--- config.mk ---
export PLATFORM = sky130hd
export DESIGN_NAME = tile_run_controller
export DESIGN_NICKNAME = d
export VERILOG_FILES = /design/src/rtl/tile_run_controller.sv
export SDC_FILE = /design/constraint.sdc
export NUM_CORES = 1
export LEC_CHECK = 0
export ABC_CLOCK_PERIOD_IN_PS = 5940
export CORE_ASPECT_RATIO = 0.9
export CORE_MARGIN = 3
export CORE_UTILIZATION = 48
export CTS_CLUSTER_DIAMETER = 30
export DETAILED_ROUTE_END_ITERATION = 10
export GPL_ROUTABILITY_DRIVEN = 0
export PLACE_DENSITY = 0.95
export SYNTH_ARGS = -nofsm -noshare
export SYNTH_HDL_FRONTEND = slang
export SYNTH_SLANG_ARGS = --single-unit
--- constraint.sdc ---
create_clock -name clk -period 5.94 [get_ports clk]
set_input_delay 1.188 -clock clk [delete_from_list [all_inputs] [get_ports clk]]
set_output_delay 1.188 -clock clk [all_outputs]
set_load 0.01 [all_outputs]
--- src/rtl/tile_run_controller.sv ---
// Run controller for NUM_TILES Tile instances: reset sequencing, rmc distribution, cycle count, watchdog.
// Optional per-tile completion cycle capture when PER_TILE_CYCLES_EN is defined.
module tile_run_controller #(
  parameter int NUM_TILES = 4,
  parameter int RMC_W     = 32,
  parameter int CYC_W     = 32,
  parameter int RST_HOLD  = 4
) (
  input  logic                       clk,
  input  logic                       RST,
  input  logic                       start,
  input  logic [RMC_W-1:0]           rmc_cfg,
  input  logic [CYC_W-1:0]           timeout_cycles,
  input  logic [NUM_TILES-1:0]       tile_done,
  output logic [NUM_TILES-1:0]       tile_RSTn,
  output logic [NUM_TILES*RMC_W-1:0] tile_rmc,
  output logic                       busy,
  output logic                       done,
  output logic                       timeout,
  output logic [NUM_TILES-1:0]       done_mask,
  output logic [CYC_W-1:0]           cycle_count
`ifdef PER_TILE_CYCLES_EN
  ,
  output logic [NUM_TILES*CYC_W-1:0] tile_cycles
`endif
);

  localparam int HW = $clog2(RST_HOLD + 1);
  localparam logic [HW-1:0] HOLD_LAST = HW'(RST_HOLD - 1);
  localparam logic [HW-1:0] HOLD_ONE = HW'(1);
  localparam logic [CYC_W-1:0] CYC_ONE = CYC_W'(1);

  typedef enum logic [1:0] {
    S_IDLE,
    S_RESET_T,
    S_RUN,
    S_DONE
  } state_t;

  state_t                     r_state;
  logic [HW-1:0]              r_hold;
  logic [CYC_W-1:0]           r_limit;
  logic [CYC_W-1:0]           r_cycle_count;
  logic [NUM_TILES-1:0]       r_done_mask;
  logic [NUM_TILES-1:0]       r_tile_rstn;
  logic [NUM_TILES*RMC_W-1:0] r_tile_rmc;
  logic                       r_busy;
  logic                       r_done;
  logic                       r_timeout;

  logic [NUM_TILES-1:0] w_mask_nxt;
  logic                 w_all_done;
  logic                 w_wd_hit;
  logic [CYC_W-1:0]     w_cnt_inc;
  logic                 w_start_ok;
  logic                 w_hold_last;

  assign w_mask_nxt  = r_done_mask | tile_done;
  assign w_all_done  = &w_mask_nxt;
  assign w_wd_hit    = (r_limit != '0) &&
                       (r_cycle_count == (r_limit - CYC_ONE));
  assign w_cnt_inc   = (&r_cycle_count) ? r_cycle_count
                                        : r_cycle_count + CYC_ONE;
  assign w_start_ok  = start &&
                       ((r_state == S_IDLE) || (r_state == S_DONE));
  assign w_hold_last = (r_hold == HOLD_LAST);

  always_ff @(posedge clk) begin
    if (RST) begin
      r_state       <= S_IDLE;
      r_hold        <= '0;
      r_limit       <= '0;
      r_cycle_count <= '0;
      r_done_mask   <= '0;
      r_tile_rstn   <= '0;
      r_tile_rmc    <= '0;
      r_busy        <= 1'b0;
      r_done        <= 1'b0;
      r_timeout     <= 1'b0;
    end else begin
      unique case (r_state)
        S_IDLE, S_DONE: begin
          if (w_start_ok) begin
            r_state       <= S_RESET_T;
            r_tile_rmc    <= {NUM_TILES{rmc_cfg}};
            r_limit       <= timeout_cycles;
            r_hold        <= '0;
            r_cycle_count <= '0;
            r_done_mask   <= '0;
            r_tile_rstn   <= '0;
            r_busy        <= 1'b1;
            r_done        <= 1'b0;
            r_timeout     <= 1'b0;
          end
        end
        S_RESET_T: begin
          if (w_hold_last) begin
            r_state     <= S_RUN;
            r_tile_rstn <= '1;
          end else begin
            r_hold <= r_hold + HOLD_ONE;
          end
        end
        S_RUN: begin
          r_cycle_count <= w_cnt_inc;
          r_done_mask   <= w_mask_nxt;
          // completion takes priority over a coincident watchdog expiry
          if (w_all_done) begin
            r_state <= S_DONE;
            r_busy  <= 1'b0;
            r_done  <= 1'b1;
          end else if (w_wd_hit) begin
            r_state     <= S_DONE;
            r_busy      <= 1'b0;
            r_done      <= 1'b1;
            r_timeout   <= 1'b1;
            r_tile_rstn <= '0;
          end
        end
        default: r_state <= S_IDLE;
      endcase
    end
  end

  assign tile_RSTn   = r_tile_rstn;
  assign tile_rmc    = r_tile_rmc;
  assign busy        = r_busy;
  assign done        = r_done;
  assign timeout     = r_timeout;
  assign done_mask   = r_done_mask;
  assign cycle_count = r_cycle_count;

`ifdef PER_TILE_CYCLES_EN
  logic [CYC_W-1:0] r_tile_cycles [NUM_TILES];

  // a slot latches the count of the RUN cycle in which its tile first reports done
  always_ff @(posedge clk) begin
    if (RST) begin
      for (int i = 0; i < NUM_TILES; i++) r_tile_cycles[i] <= '0;
    end else if (w_start_ok) begin
      for (int i = 0; i < NUM_TILES; i++) r_tile_cycles[i] <= '0;
    end else if (r_state == S_RUN) begin
      for (int i = 0; i < NUM_TILES; i++) begin
        if (tile_done[i] && !r_done_mask[i]) r_tile_cycles[i] <= w_cnt_inc;
      end
    end
  end

  for (genvar g = 0; g < NUM_TILES; g++) begin : g_tc
    assign tile_cycles[g*CYC_W +: CYC_W] = r_tile_cycles[g];
  end
`endif

endmodule

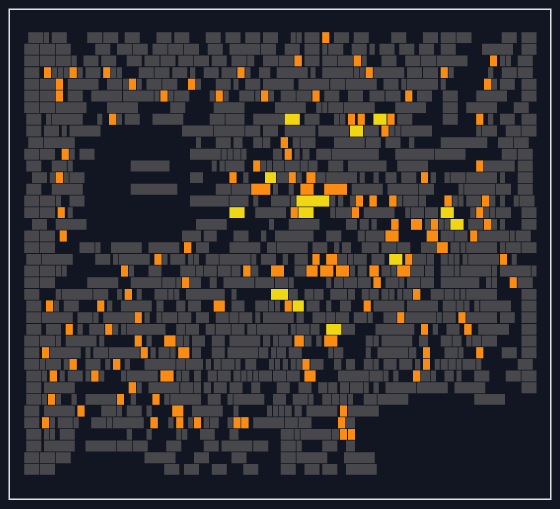
**Above:** selected gate families.
- non-inverting ao/oa cells: yellow (cells 13)
- aoi and oai cells: orange (cells 122; where widely spread)
non-filler cells, final: 1084
Top cell excl fill/tap: clkdlybuf4s50_1
fraction of area in multi-input gates: 36.9%

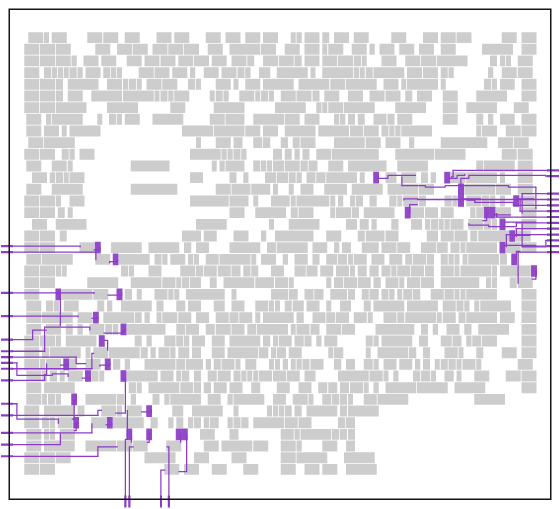
**Above:** wires at chosen ports, followed through buffers.
- `timeout_cycles`: purple (direction input; edge 15 left, 13 right, 4 bottom; end cells 32; buffers 32; wire 714 µm)
Buffers on Ports: 241
num ports: 242

==> impl_metrics.toml <==
# yosys + openroad results
[cts]
cts_resized = 0
postCtsSetupBuffers = 0
cts_max_path_buffers = 2
cts_sinks = 109
ctsHoldBuffers = 0
cts.clk_slew.worst_paths_ns = 0.08
htree_levels = 3
root_buffer = "clkbuf_16"
cts_tree = "yes"

[floorplanning]
tapCellCount = 160
fp_util_pct = 50.2
die_width_um = 126
coreArea_um2 = 12400
die_area_um2 = 14300
die_h_um = 114
std_cell_rows = 38

[worst_hold_path]
whs_endpoint = "done"
min_path_type = "reg -> reg"
worstHoldStart = "done"
hold_path_depth = 1

[routing]
postRouteAntennaNets = 0
dr_wl_met3_mm = 1.65
drc = 0
wl_met2_mm = 8.39
dr.max_layer_used = "met4"
dr.pass1.iters = 5
drt-initial-drc-count = 498
wl_met1_mm = 7.24
viasPerCell = 5.45

[sta]
slew_violations = 0
hold_viol_final = 0
fmax_mhz = 266
worstMarginPinSlew_ns = 1.19
maxSlewHeadroom_pct = 19.8
worst_slack_ns = 2.19
period_used_pct = 63.2
setup_tns_ns = 0
setup_viol_count_final = 0
period_minus_slack_ns = 3.75
rsz0062_at_grt = "no"
holdWs_ns = 0.493

[power_and_ir_drop]
p_seq_uw = 1040
power_leakage_uw = 0.00293
power_density_nw_per_um2 = 392
ir_drop_uv = 200
power_uw = 3250
p_switching_uw = 1240
clock_net_power_uw = 698
powerComb_uw = 1510
power_frac_comb_pct = 46.6
seqPwrFrac_pct = 32.0
switching_share_pct = 38.1
power_leader = "combinational logic"
p_int_uw = 2010

[synthesis]
ys_types = 62
synth_flop_count = 109
synth_area_um2 = 6210
ys_cells = 806
syn_avg_cell_area_um2 = 7.70
synth.logic.top_family = "simple AND/OR/NAND/NOR gates"
synthMuxAreaShare_pct = 1.15
synth-xor-area-share_pct = 8.61
yosysChipArea_um2 = 6210
ys_sh_simple_pct = 24.8
edf_count = 0
syn_inst = 806
netlist_top_cells_area = "dfxtp_1, buf_4, nand2_1"
synth-warning-count = 0
ys_sh_adder_pct = 1.41
synth.top_cell.area_share_pct = 35.2
ff_type = "dfxtp_1"
top_cells_by_count = "nand2_1, dfxtp_1, buf_4"
yosysTopAreaCell = "dfxtp_1"
yosysSeqAreaShare_pct = 35.2
synth_dominant_cell_count = "nand2_1"
ys_sh_aoi_pct = 13.1
synth_nets = 884

[cells_and_area]
buffers = 245
regArea_um2 = 2180
dominant_cells = "combinational gates"
n_all_inverters = 17
diodes = 0
seq_share_pct = 26.3
clk_share_pct = 4.17
layout_top_cells = "clkdlybuf4s50_1, nand2_1, dfxtp_1"
n_clock_buffer = 9
drive_gt1_share_pct = 4.44
nFlopsAndLatches = 109
design_area_um2 = 8280
syn2layout_area_growth_pct = 33.5
fillers = 1004
fin_util_pct = 67.0
final_nets = 997
nonClkBufAreaFrac_pct = 29.4
final-comb-area_um2 = 3050
multi_input_comb_cells = 537

[global_routing]
use_met3_pct = 5.90
antenna_found_initial = 0
grt_pass1_vias = 5532
grt_max_degree = 75
busiest_layer = "met2"
grtUsageMet1_pct = 30.1
use_met2_pct = 39.1

[worst_setup_path]
rrSetupSlack_ns = 2.19
critical-path-top-delay-family = "simple AND/OR/NAND/NOR gates"
start_kind = "flip-flop"
endpoint = "r_state[0]"
required_ns = 6.21
slowest_delay_ns = 0.97
worst_r2r_path_depth = 9
worstPathBufferInverterCount = 0
cp-startpoint = "r_limit[8]"
worstPathArrival_ns = 4.02
worstPathMaxFanout = 8
crit_path_frequent_cell = "nand4_1"
end_kind = "flip-flop"
worstPathCellList = "nor4_1 -> nor4bb_1 -> nand4_1 -> xnor2_1 -> and4_1 -> nand4_1 -> o311a_4 -> o21a_1 -> a211oi_2"
cp.depth = 9
crit_path_top_delay_cell = "nor4bb_1"
r2r_start = "r_limit[8]"
critPathKind = "reg -> reg"
r2r_end = "r_state[0]"

[place]
dp_slack_ns = 1.90
dpl.hpwl_mm = 12.9
placed_cell_area_um2 = 7940
dp_cells = 1068

[flow_run]
tool_warnings = 28
max_cap_viol_count = 0

[run_status]
status = "finished, final reports clean"
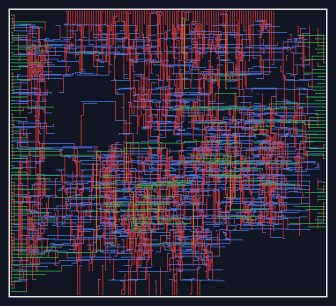
**Above:** routed metal, one color a layer.
- M4: orange (wire length 258 µm)
- M3: green (wire length 1650 µm)
- M1: blue (wire length 7240 µm)
- M2: red (wire length 8390 µm)
Via Count: 5911
Tot GR Track Use: 23.2%
wire length per cell: 16.2 µm
final WL: 17.5 mm

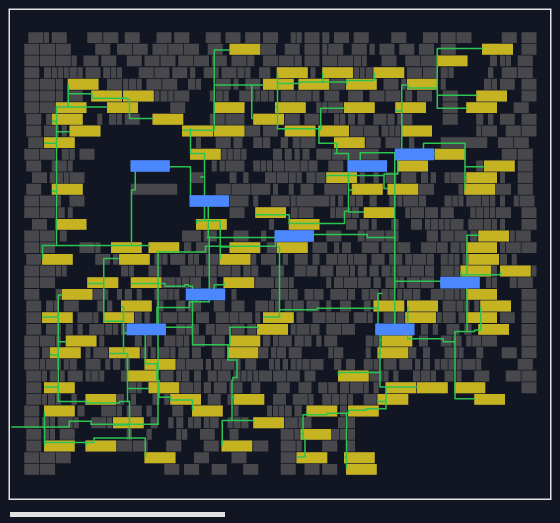
**Above:** clock network drawn from the DEF.
Bar = 50 µm.
- clock wires: green (length 1330 µm)
- flip-flops: yellow (count 109)
- clock-net drivers: blue (count 9)
- routed clock nets: 10
power share of the clock group: 21.5%
Layout Skew: 0.0119 ns
worst skew pair latency: 0.35 ns

Power and IR drop assume default switching activity.
